**config.mk**
```make
export PLATFORM = sky130hd
export DESIGN_NAME = seq_divider_flat
export DESIGN_NICKNAME = d
export VERILOG_FILES = /design/src/rtl/seq_divider_pkg.sv /design/src/rtl/seq_divider_if.sv /design/src/rtl/CarryLookAhead.sv /design/src/rtl/seq_divider.sv /design/src/flat_wrapper.sv
export SDC_FILE = /design/constraint.sdc
export NUM_CORES = 1
export LEC_CHECK = 0
export ABC_CLOCK_PERIOD_IN_PS = 3600
export CAP_MARGIN = 20
export CORE_MARGIN = 10
export CORE_UTILIZATION = 30
export DETAILED_ROUTE_END_ITERATION = 10
export PLACE_DENSITY_LB_ADDON = 0.05
export SYNTH_ARGS = -nofsm -noshare
export SYNTH_HDL_FRONTEND = slang
export SYNTH_SLANG_ARGS = --single-unit
export TNS_END_PERCENT = 20
```
**constraint.sdc**
```tcl
create_clock -name clk -period 3.6 [get_ports clk]
set_clock_uncertainty 0.1 [all_clocks]
set_input_delay 0.72 -clock clk [delete_from_list [all_inputs] [get_ports clk]]
set_output_delay 0.72 -clock clk [all_outputs]
set_load 0.05 [all_outputs]
```
**src/rtl/seq_divider_pkg.sv**
```systemverilog
// Shared calculator package: divider FSM states and width helpers.
// Imported by the divider datapath and its control.
package seq_divider_pkg;

  localparam int DIV_N = 8;

  typedef enum logic [1:0] {
    IDLE,
    CALC,
    DONE
  } state_t;

  function automatic int cnt_width(input int n);
    return (n < 2) ? 1 : $clog2(n);
  endfunction

  localparam int CNT_W = cnt_width(DIV_N);

endpackage

```
**src/rtl/seq_divider_if.sv**
```systemverilog
// Start/done request bundle between calculator control and divider.
// master = control FSM side, slave = divider side.
interface seq_divider_if #(
  parameter int N = 8
);

  logic         start;
  logic [N-1:0] dividend;
  logic [N-1:0] divisor;
  logic         busy;
  logic         done;
  logic [N-1:0] quotient;
  logic [N-1:0] remainder;
  logic         div_by_zero;

  modport master (
    output start,
    output dividend,
    output divisor,
    input  busy,
    input  done,
    input  quotient,
    input  remainder,
    input  div_by_zero
  );

  modport slave (
    input  start,
    input  dividend,
    input  divisor,
    output busy,
    output done,
    output quotient,
    output remainder,
    output div_by_zero
  );

endinterface

```
**src/rtl/CarryLookAhead.sv**
```systemverilog
// Carry-lookahead adder-subtractor; cin=1 inverts b and adds one.
// Each carry is the flattened generate/propagate sum of lower bits.
module CarryLookAhead #(
  parameter int N = 9
) (
  input  logic [N-1:0] a,
  input  logic [N-1:0] b,
  input  logic         cin,
  output logic [N-1:0] sum
);

  logic [N-1:0] bx;
  logic [N-1:0] p;
  logic [N-2:0] g;
  logic [N-1:0] c;
  logic         prod;
  logic         acc;

  assign bx = b ^ {N{cin}};
  assign p  = a ^ bx;
  assign g  = a[N-2:0] & bx[N-2:0];

  always_comb begin
    c    = '0;
    prod = 1'b1;
    acc  = 1'b0;
    c[0] = cin;
    for (int i = 1; i < N; i++) begin
      acc  = 1'b0;
      prod = 1'b1;
      for (int j = i - 1; j >= 0; j--) begin
        acc  = acc | (prod & g[j]);
        prod = prod & p[j];
      end
      c[i] = acc | (prod & cin);
    end
  end

  assign sum = p ^ c;

endmodule

```
**src/rtl/seq_divider.sv**
```systemverilog
// Sequential restoring divider, one quotient bit per clock.
// Trial subtraction shares the CarryLookAhead adder-subtractor.
module seq_divider
  import seq_divider_pkg::*;
#(
  parameter int N = DIV_N
) (
  input logic       clk,
  input logic       reset_n,
  seq_divider_if.slave bus
);

  localparam int CW = cnt_width(N);

  state_t        state;
  logic [CW-1:0] cnt;
  logic [N-1:0]  r;
  logic [N-1:0]  q;
  logic [N-1:0]  d;
  logic          busy_q;
  logic          done_q;
  logic [N-1:0]  quo_q;
  logic [N-1:0]  rem_q;
  logic          dbz_q;

  logic [N:0]    t;
  logic [N-1:0]  r_nx;
  logic [N-1:0]  q_nx;
  logic          last;

  CarryLookAhead #(
    .N (N + 1)
  ) u_sub (
    .a   ({r, q[N-1]}),
    .b   ({1'b0, d}),
    .cin (1'b1),
    .sum (t)
  );

  // t[N] set means the trial went negative: restore by plain shift.
  always_comb begin
    r_nx = t[N] ? {r[N-2:0], q[N-1]} : t[N-1:0];
    q_nx = {q[N-2:0], ~t[N]};
    last = (cnt == CW'(N - 1));
  end

  always_ff @(posedge clk or negedge reset_n) begin
    if (!reset_n) begin
      state  <= IDLE;
      cnt    <= '0;
      r      <= '0;
      q      <= '0;
      d      <= '0;
      busy_q <= 1'b0;
      done_q <= 1'b0;
      quo_q  <= '0;
      rem_q  <= '0;
      dbz_q  <= 1'b0;
    end else begin
      unique case (state)
        IDLE, DONE: begin
          done_q <= 1'b0;
          state  <= IDLE;
          if (bus.start) begin
            d <= bus.divisor;
            if (|bus.divisor) begin
              state  <= CALC;
              cnt    <= '0;
              r      <= '0;
              q      <= bus.dividend;
              busy_q <= 1'b1;
            end else begin
              state  <= DONE;
              quo_q  <= '1;
              rem_q  <= bus.dividend;
              dbz_q  <= 1'b1;
              done_q <= 1'b1;
            end
          end
        end
        CALC: begin
          r <= r_nx;
          q <= q_nx;
          if (last) begin
            cnt    <= '0;
            state  <= DONE;
            busy_q <= 1'b0;
            done_q <= 1'b1;
            quo_q  <= q_nx;
            rem_q  <= r_nx;
            dbz_q  <= 1'b0;
          end else begin
            cnt <= cnt + CW'(1);
          end
        end
        default: state <= IDLE;
      endcase
    end
  end

  assign bus.busy        = busy_q;
  assign bus.done        = done_q;
  assign bus.quotient    = quo_q;
  assign bus.remainder   = rem_q;
  assign bus.div_by_zero = dbz_q;

endmodule

```
**src/flat_wrapper.sv**
```systemverilog
// flat-port wrapper written by rule: the top's interface ports become plain ports
module seq_divider_flat import seq_divider_pkg::*;
#(
  parameter int N = DIV_N
)
  (clk, reset_n, bus_start, bus_dividend, bus_divisor, bus_busy, bus_done, bus_quotient, bus_remainder, bus_div_by_zero);
  seq_divider_if #(.N(N)) bus_i ();
  input logic clk;
  input logic reset_n;
  input wire logic [$bits(bus_i.start)-1:0] bus_start;
  input wire logic [$bits(bus_i.dividend)-1:0] bus_dividend;
  input wire logic [$bits(bus_i.divisor)-1:0] bus_divisor;
  output wire logic [$bits(bus_i.busy)-1:0] bus_busy;
  output wire logic [$bits(bus_i.done)-1:0] bus_done;
  output wire logic [$bits(bus_i.quotient)-1:0] bus_quotient;
  output wire logic [$bits(bus_i.remainder)-1:0] bus_remainder;
  output wire logic [$bits(bus_i.div_by_zero)-1:0] bus_div_by_zero;
  assign bus_i.start = bus_start;
  assign bus_i.dividend = bus_dividend;
  assign bus_i.divisor = bus_divisor;
  assign bus_busy = bus_i.busy;
  assign bus_done = bus_i.done;
  assign bus_quotient = bus_i.quotient;
  assign bus_remainder = bus_i.remainder;
  assign bus_div_by_zero = bus_i.div_by_zero;
  seq_divider #(.N(N)) u_core (.clk(clk), .reset_n(reset_n), .bus(bus_i));
endmodule
```
**Run 1: sequential cells grouped by signal name**

(3 px per um) Other sequential cells in the stronger grey, the rest of the logic in the fainter grey.
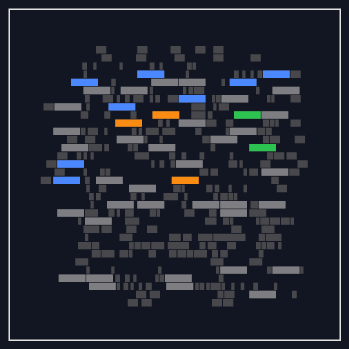
legend:
  u_core.state:
    colour: green
    sequential_cells: 2
  u_core.cnt:
    colour: orange
    sequential_cells: 3
  u_core.bus.quotient:
    colour: blue
    sequential_cells: 8

**Run 1: cell sizes after repair**

(3 px per um)
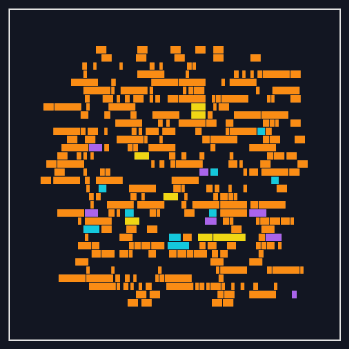
legend:
  x6 and larger:
    colour: yellow
    cells: 7
    most_used: clkbuf_8
  x3 and x4:
    colour: cyan
    cells: 9
    most_used: buf_4
  x2:
    colour: purple
    cells: 7
    most_used: o22ai_2
  x1 and smaller:
    colour: orange
    cells: 263
    most_used: dfrtp_1

**Run 1: signal wires on met3**

(2 px per um)
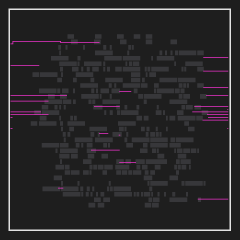
longest straight run: 27.8 um
main direction: horizontal
routed wire length: 6107 um
Via Count: 1798

==> Slide: Implementation Results, run 1 <==
Run Summary

Final timing
  – Tmin final: 2.659 ns
  – Setup Viol. Count Final: 0
  – Worst slew pin tran: 1.018 ns
  – Final worst setup slack: 0.9415 ns
  – Slew Viols, Final: 0
  – Slew margin rel.: 32.12%
  – Hold slack: 0.3659 ns
  – Setup TNS: 0 ns
  – Tcrit/Tclk final: 73.85%
  – Fin. Hold Viols: 0
  – RSZ-0062 raised after global routing: false
  – Max Fclk: 0.3761 GHz

Global routing
  – First-pass GRT wire length: 9735 um
  – Largest net degree at the start of global routing: 32
  – Initial antenna violation count: 0
  – Overall routing resource usage: 10.46%
  – GRT overflow: 0
  – Vias in the first global route: 1831

Clock tree
  – CTS Buffer Depth: 2
  – Post-CTS Setup Inserts: 0
  – # clock sinks: 48
  – CTS tree: done
  – CTS Root Cell: clkbuf_8
  – Max H-tree Level: 2
  – PostCTS Resize Cnt: 0
  – Clk slew on worst S/H paths: 0.09 ns
  – Clk latency late pin: 0.30 ns
  – Hold_buf cts: 0
  – CTS Buf Count: 5

Layout
  – Finished Layout Cells: 388
  – Fraction of layout cells with a size suffix above 1: 8.042%
  – Inserted Diodes: 0
  – Inverters excl. clock: 12
  – Commonest Layout Cell: dfrtp_1
  – Layout Nets: 315
  – CLK BUF: 6
  – Filler cells: 814
  – Post-layout util: 39.00%
  – Top Layout Cells: dfrtp_1, clkdlybuf4s50_1, nand2_1
  – Number of non-clock buffers: 42
  – Sequential share of cell area: 39.65%
  – FF+latch count: 48
  – Buffer share of cell area: 13.30%
  – Logic area: 1131 sq um
  – Largest class: registers
  – Clk tree area frac: 4.007%
  – Register area: 1201 sq um
  – Logic share of the area: 37.34%
  – Design area: 3029 sq um
  – Mi-comb count: 176
  – Synth-to-Final Area Change: 25.18%

Critical path
  – Crit Reg-Reg Endpoint: u_core.bus.remainder[0]
  – CP max FO: 9
  – Worst Reg2Reg Path Length in Cells: 7
  – Critical Path Start Type: flip-flop
  – Crit path DAT: 2.78 ns
  – R2R setup slack: 0.94 ns
  – CP Capture Type: flip-flop
  – Reg2reg start: u_core.r[2]
  – Critical path startpoint: u_core.r[2]
  – CP Data Required Time: 3.72 ns
  – CP Capture Point: u_core.bus.remainder[0]
  – Crit Path Class: flip-flop to flip-flop

Synthesis
  – Mean Syn Cell Area: 9.757 sq um
  – Flops out of synthesis: 48
  – Yosys Warn Count: 0
  – Library cells used by synthesis: 42
  – Number of enable flip-flop cells: 0
  – Top cells, area: dfrtp_1, ha_1, mux2i_1
  – Post-synthesis sequential area ratio: 49.64%
  – Yosys cell count: 248
  – Post-synth top cells: dfrtp_1, nand2_1, o21ai_0
  – Most common cell in the netlist: dfrtp_1
  – Asr flop ratio synth: 100.0%
  – Syn nets: 278
  – Cell count after synthesis: 248
  – Main flop type: dfrtp_1
  – Area leader share: 49.64%
  – Area leader, netlist: dfrtp_1
  – Area reported by Yosys stat: 2420 sq um
  – Syn Std Cell Area: 2420 sq um

Run
  – Stage-log warning count: 27
  – Max_cap viols: 0

Detailed routing
  – Vias per cell: 4.634
  – ANT nets after route: 0
  – DRT iter0 DRCs: 72
  – Drc violations: 0
  – Detailed-route wire length per cell: 15.74 um
  – DR pass1 iterations: 4

Floorplanning
  – Die Height: 109.8 um
  – Die width: 109.8 um
  – Core area: 7767 sq um
  – Site Rows: 32
  – Tap Count: 102
  – Chip area: 12060 sq um
  – FP Util: 31.15%
  – I/O Pins: 38

Place
  – Dpl ws: 0.6916 ns
  – Placed cell area: 2908 sq um
  – DP HPWL: 4519 um
  – Port buffer count: 37
  – Routability congestion estimate: 0.7486
  – Placed insts: 380

Worst hold path
  – Worst min path class: primary input to asynchronous set/reset pin

Run status
  – Outcome: finished clean
## run 1: cell families (layout without fill, tap and decap cells)
kind of cell / count (synthesis) / count (layout) / share of synthesized area, %
flops: 48 / 48 / 49.64
buf+inv: 24 / 62 / 3.774
fa+ha+maj: 11 / 11 / 5.688
simple gates: 77 / 77 / 14.32
compound gates: 66 / 66 / 17.37
mux: 14 / 14 / 5.998
xor+xnor: 8 / 8 / 3.206
## run 1: critical path: stages, from the launching register on
cell      delay, ns
dfrtp_1        0.41
ha_1           0.25
or3_4          0.41
o22ai_4        0.22
o221ai_2       0.16
xor2_2         0.50
mux2_4         0.37
o22ai_2        0.16
## run 1: routing by layer
metal  vias up  wire length, um  track usage (%)
li1        930                -                -
met1       834             3088            14.42
met2        27             2617            15.07
met3         7              319            3.218
met4         0               81            3.625
met5         -                0                0
**Run 1: cells coloured by class**

(4 px per um)
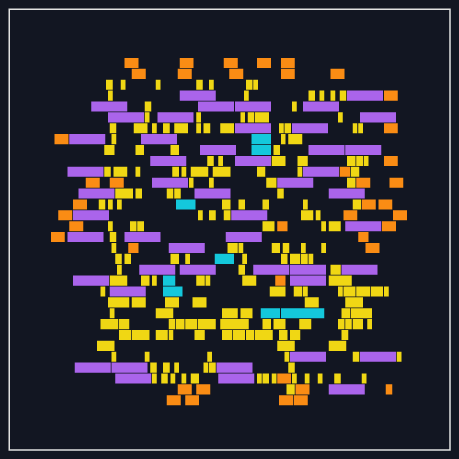

==> run 1 -> run 2 <==
--- a/config.mk
+++ b/config.mk
@@ -5,7 +5,7 @@
 export SDC_FILE = /design/constraint.sdc
 export NUM_CORES = 1
 export LEC_CHECK = 0
-export ABC_CLOCK_PERIOD_IN_PS = 3600
+export ABC_CLOCK_PERIOD_IN_PS = 2500
 export CAP_MARGIN = 20
 export CORE_MARGIN = 10
 export CORE_UTILIZATION = 30
==> constraint.sdc (replaced) <==
create_clock -name clk -period 2.5 [get_ports clk]
set_clock_uncertainty 0.1 [all_clocks]
set_input_delay 0.5 -clock clk [delete_from_list [all_inputs] [get_ports clk]]
set_output_delay 0.5 -clock clk [all_outputs]
set_load 0.05 [all_outputs]
**Run 2: cells coloured by class**

(4 px per um)
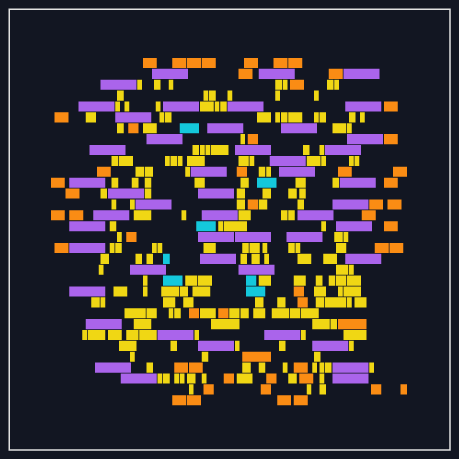
legend:
  clock drivers and dummy loads:
    colour: cyan
    cells: 7
  remaining logic cells:
    colour: yellow
    cells: 188
  registers:
    colour: purple
    cells: 48
  remaining buffers and delay cells:
    colour: orange
    cells: 53

==> run 2 against run 1 <==
Critical path type unchanged; maximum frequency is 12% higher; critical endpoint unchanged; sequential share of layout area is 0.96 points lower; area after synthesis stayed put; via count is 2.8% higher; hold slack worse by 0.17 ns; critical path depth is 1 higher.
==> Slide: Implementation Results, run 2 <==
Run Summary

Global routing
  – GRT overflow: 0 (unchanged)
  – Met3 usage: 2.926% (-0.29 points)
  – Vias in the first global route: 1959 (+7.0%)
  – Initial antenna violation count: 0 (unchanged)
  – First-pass GRT wire length: 10330 um (+6.1%)
  – Grt met1 use: 14.98% (+0.57 points)
  – GR Util met2: 16.22% (+1.1 points)
  – Most used routing layer: met2
  – Largest net degree at the start of global routing: 49 (+53%)

Detailed routing
  – Routed wire length: 6334 um (+3.7%)
  – DR pass1 iterations: 4 (unchanged)
  – Top layer in use: met4
  – ANT nets after route: 0 (unchanged)
  – Drc violations: 0 (unchanged)
  – Vias per cell: 4.646 (+0.25%)
  – Met2 Wirelength: 2729 um (+4.3%)
  – Via Count: 1849 (+2.8%)
  – WL met3: 345 um (+8.2%)
  – Detailed-route wire length per cell: 15.91 um (+1.1%)
  – Wl on met1: 3193 um (+3.4%)
  – DRT iter0 DRCs: 63 (-13%)

Layout
  – Register area: 1201 sq um (unchanged)
  – Sequential share of cell area: 38.69% (-0.96 points)
  – Synth-to-Final Area Change: 28.28%
  – Filler cells: 797 (-2.1%)
  – Design area: 3104 sq um (+2.5%)
  – Mi-comb count: 176 (unchanged)
  – Post-layout util: 39.96% (+0.97 points)
  – Clk tree area frac: 2.620% (-1.4 points)
  – Commonest Layout Cell: dfrtp_1
  – Buffer share of cell area: 16.44% (+3.1 points)
  – Largest class: registers
  – Inserted Diodes: 0 (unchanged)
  – Inverters excl. clock: 12 (unchanged)
  – Top Layout Cells: dfrtp_1, clkdlybuf4s50_1, nand2_1
  – Logic area: 1139 sq um (+0.66%)
  – Layout Nets: 326 (+3.5%)
  – Fraction of layout cells with a size suffix above 1: 11.49% (+3.4 points)
  – Number of non-clock buffers: 53 (+26%)
  – Finished Layout Cells: 398 (+2.6%)
  – FF+latch count: 48 (unchanged)
  – CLK BUF: 5 (-1)

Place
  – Dpl ws: -0.05520 ns (-0.7468 ns)
  – Port buffer count: 37 (unchanged)
  – Placed cell area: 3015 sq um (+3.7%)
  – Routability congestion estimate: 0.7530 (+0.59%)
  – Placed insts: 391 (+2.9%)
  – DP HPWL: 4729 um (+4.6%)

Critical path
  – CP Capture Point: u_core.bus.remainder[0]
  – CP Data Required Time: 2.64 ns (-1.08 ns)
  – CP max FO: 9 (unchanged)
  – Crit Path Class: flip-flop to flip-flop
  – Critical Path Start Type: flip-flop
  – CP Capture Type: flip-flop
  – Crit Reg-Reg Endpoint: u_core.bus.remainder[0]
  – R2R setup slack: 0.13 ns (-0.81 ns)
  – Reg2reg start: u_core.r[2]
  – Worst Reg2Reg Path Length in Cells: 8 (+1)
  – Critical path startpoint: u_core.r[2]
  – Crit path DAT: 2.51 ns (-0.27 ns)

Floorplanning
  – Chip area: 12060 sq um (unchanged)
  – FP Util: 31.15% (unchanged)
  – Site Rows: 32 (unchanged)
  – I/O Pins: 38 (unchanged)
  – Die Height: 109.8 um (unchanged)
  – Tap Count: 102 (unchanged)
  – Die width: 109.8 um (unchanged)
  – Core area: 7767 sq um (unchanged)

Clock tree
  – CTS tree: done
  – Max H-tree Level: 2 (unchanged)
  – PostCTS Resize Cnt: 0 (unchanged)
  – # clock sinks: 48 (unchanged)
  – Post-CTS Setup Inserts: 0 (unchanged)
  – CTS Buf Count: 5 (unchanged)
  – Clk slew on worst S/H paths: 0.09 ns (about the same)
  – Hold_buf cts: 0 (unchanged)
  – Clk latency late pin: 0.30 ns (about the same)
  – CTS Root Cell: clkbuf_8
  – CTS Buffer Depth: 2 (unchanged)

Synthesis
  – Most common cell in the netlist: dfrtp_1
  – Top cells, area: dfrtp_1, ha_1, mux2i_1
  – Post-synth top cells: dfrtp_1, nand2_1, o21ai_0
  – XOR/XNOR share of the synthesized area: 3.206% (unchanged)
  – Flops out of synthesis: 48 (unchanged)
  – Main flop type: dfrtp_1
  – Logic family by area: AND-OR/OR-AND gates
  – Area reported by Yosys stat: 2420 sq um (unchanged)
  – Complex Gates by Area: 17.37% (unchanged)
  – Syn Std Cell Area: 2420 sq um (unchanged)
  – Post-Synth Simple-Gate Area: 14.32% (unchanged)
  – Syn nets: 278 (unchanged)
  – Asr flop ratio synth: 100.0% (unchanged)
  – Post-synthesis sequential area ratio: 49.64% (unchanged)
  – Mean Syn Cell Area: 9.757 sq um (unchanged)
  – Yosys cell count: 248 (unchanged)
  – Area leader, netlist: dfrtp_1
  – Number of enable flip-flop cells: 0 (unchanged)
  – Cell count after synthesis: 248 (unchanged)
  – Mux share: 5.998% (unchanged)
  – Yosys Warn Count: 0 (unchanged)
  – Area leader share: 49.64% (unchanged)
  – Library cells used by synthesis: 42 (unchanged)

Run
  – Max_cap viols: 0 (unchanged)
  – Stage-log warning count: 27 (unchanged)

Final timing
  – RSZ-0062 raised after global routing: false
  – Slew margin rel.: 56.67% (+25 points)
  – Worst slew pin tran: 0.6500 ns (-0.3683 ns)
  – Setup TNS: 0 ns (unchanged)
  – Slew Viols, Final: 0 (unchanged)
  – Fin. Hold Viols: 0 (unchanged)
  – Final worst setup slack: 0.1290 ns (-0.8124 ns)
  – Tcrit/Tclk final: 94.84% (+21 points)
  – Setup Viol. Count Final: 0 (unchanged)
  – Max Fclk: 0.4218 GHz (+12%)
  – Tmin final: 2.371 ns (-0.2876 ns)

Run status
  – Outcome: finished clean

Worst hold path
  – Worst min path class: primary input to asynchronous set/reset pin
==> run 2: metrics by stage <==
stage,hold WS [ns]
floorplan,0.1044
global placement,0.3674
detailed placement,0.3743
CTS,0.2255
global route,0.2546
finish,0.1986
==> run 2: critical path, cell delays in order, from the launching register on <==
cell and delay, ns:
dfrtp_1 0.42, ha_1 0.21, or3_4 0.40, o22ai_4 0.18, o221ai_2 0.15, xor2_2 0.19
buf_12 0.16, mux2_4 0.33, o22ai_2 0.15
==> run 2: kinds of logic after synthesis <==
logic type,Yosys count
AND-OR/OR-AND,66
XOR/XNOR,8
adder cells (fa/ha/maj),11
buffers and inverters,24
flip-flops,48
multiplexers,14
AND/OR/NAND/NOR,77
==> run 2 -> run 3 <==
--- a/config.mk
+++ b/config.mk
@@ -8,9 +8,9 @@
 export ABC_CLOCK_PERIOD_IN_PS = 2500
 export CAP_MARGIN = 20
 export CORE_MARGIN = 10
-export CORE_UTILIZATION = 30
+export CORE_UTILIZATION = 53
 export DETAILED_ROUTE_END_ITERATION = 10
-export PLACE_DENSITY_LB_ADDON = 0.05
+export PLACE_DENSITY = 0.82
 export SYNTH_ARGS = -nofsm -noshare
 export SYNTH_HDL_FRONTEND = slang
 export SYNTH_SLANG_ARGS = --single-unit
**Run 3: cells coloured by class**

(6 px per um)
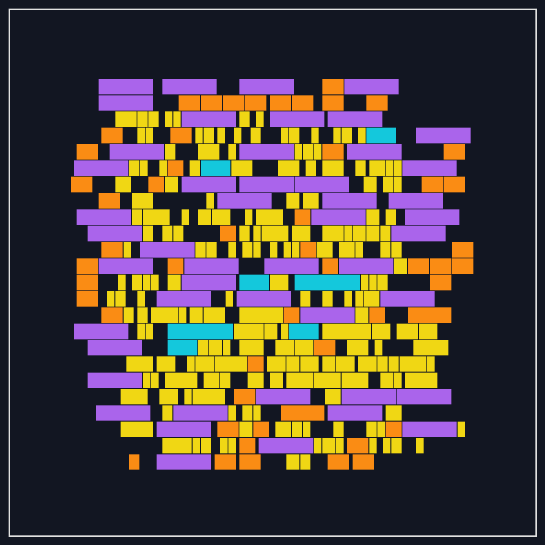
legend:
  registers:
    colour: purple
    cells: 48
  remaining logic cells:
    colour: yellow
    cells: 188
  clock drivers and dummy loads:
    colour: cyan
    cells: 7
  remaining buffers and delay cells:
    colour: orange
    cells: 52

==> run 3 against run 2 <==
Utilization increased by 31 points; sequential share of layout area about the same; setup slack got worse by 0.031 ns; final cell count fell by 13%; register-to-register slack got worse by 0.03 ns; highest routed layer unchanged.
==> Slide: Implementation Results, run 3 <==
Run Summary

Detailed routing
  – Wl on met1: 2578 um (-19%)
  – Via Count: 1969 (+6.5%)
  – ANT nets after route: 0 (unchanged)
  – WL met3: 334 um (-3.2%)
  – Detailed-route wire length per cell: 16.84 um (+5.8%)
  – Drc violations: 0 (unchanged)
  – Routed wire length: 5842 um (-7.8%)
  – Met2 Wirelength: 2764 um (+1.3%)
  – Top layer in use: met4
  – DR pass1 iterations: 4 (unchanged)
  – DRT iter0 DRCs: 141 (+120%)

Layout
  – Design area: 3103 sq um (about the same)
  – Fraction of layout cells with a size suffix above 1: 13.22% (+1.7 points)
  – Commonest Layout Cell: dfrtp_1
  – Top Layout Cells: dfrtp_1, clkdlybuf4s50_1, nand2_1
  – Layout Nets: 325 (-0.31%)
  – Synth-to-Final Area Change: 28.23% (about the same)

Final timing
  – Tmin final: 2.402 ns (+0.03069 ns)
  – Worst slew pin tran: 0.5889 ns (-0.06105 ns)
  – Final worst setup slack: 0.09835 ns (-0.03069 ns)
  – Slew margin rel.: 60.74% (+4.1 points)
  – Slew Viols, Final: 0 (unchanged)
  – Max Fclk: 0.4164 GHz (-1.3%)

Synthesis
  – Complex Gates by Area: 17.37% (unchanged)
  – Mean Syn Cell Area: 9.757 sq um (unchanged)
  – Logic family by area: AND-OR/OR-AND gates
  – Asr flop ratio synth: 100.0% (unchanged)
  – Area reported by Yosys stat: 2420 sq um (unchanged)
  – Cell count after synthesis: 248 (unchanged)
  – Yosys Warn Count: 0 (unchanged)
  – Number of enable flip-flop cells: 0 (unchanged)
  – Flops out of synthesis: 48 (unchanged)
  – XOR/XNOR share of the synthesized area: 3.206% (unchanged)
  – Yosys cell count: 248 (unchanged)
  – Post-synthesis sequential area ratio: 49.64% (unchanged)
  – Library cells used by synthesis: 42 (unchanged)
  – Top cells, area: dfrtp_1, ha_1, mux2i_1
  – Mux share: 5.998% (unchanged)
  – Area leader share: 49.64% (unchanged)

Clock tree
  – Post-CTS Setup Inserts: 0 (unchanged)
  – Clk latency late pin: 0.30 ns (about the same)
  – CTS Buffer Depth: 2 (unchanged)
  – CTS tree: done
  – CTS Root Cell: clkbuf_8
  – Max H-tree Level: 2 (unchanged)
  – CTS Buf Count: 5 (unchanged)

Floorplanning
  – Core area: 4384 sq um (-44%)
  – Chip area: 7669 sq um (-36%)
  – I/O Pins: 38 (unchanged)
  – FP Util: 55.19% (+24 points)
  – Die width: 87.57 um (-20%)

Global routing
  – Vias in the first global route: 2101 (+7.2%)
  – Initial antenna violation count: 0 (unchanged)
  – GR Util met2: 25.20% (+9.0 points)
  – Largest net degree at the start of global routing: 20 (-59%)

Place
  – DP HPWL: 4278 um (-9.5%)
  – Port buffer count: 37 (unchanged)
  – Routability congestion estimate: 0.8476 (+13%)

Critical path
  – Critical Path Start Type: flip-flop
  – CP Capture Type: flip-flop
  – Crit Path Class: flip-flop to flip-flop
  – CP Data Required Time: 2.63 ns (about the same)
  – CP max FO: 9 (unchanged)
  – Worst Reg2Reg Path Length in Cells: 8 (unchanged)
  – Critical path startpoint: u_core.r[2]
  – R2R setup slack: 0.1 ns (-0.03 ns)
  – CP max-delay cell: dfrtp_1
  – WP buf/inv: 1 (unchanged)

Worst hold path
  – Worst min path class: primary input to asynchronous set/reset pin

Run status
  – Outcome: finished clean
[run 3: layout make-up]
type	count	area (sq um)
well taps	52	65.06
inverters	12	45.04
clock buffers	5	68.82
repair buffers	52	503.0
clock inverters	2	60.06
multi-input cells	176	1160
fillers	311	1281
flip-flops and latches	48	1201
[run 3: metrics by stage]
| stage | std cells | util [%] | setup TNS, ns | hold slack (ns) |
|---|---|---|---|---|
| after floorplan | 248 | - | 0 | 0.1044 |
| after detailed placement | 338 | 66.75 | 0 | 0.3370 |
| after global routing | 347 | 70.78 | -0.001065 | 0.01714 |
| after global placement | 338 | 66.75 | 0 | 0.3269 |
| final | 347 | 70.78 | 0 | 0.005188 |
| after CTS | 345 | 69.69 | 0 | 0.004785 |
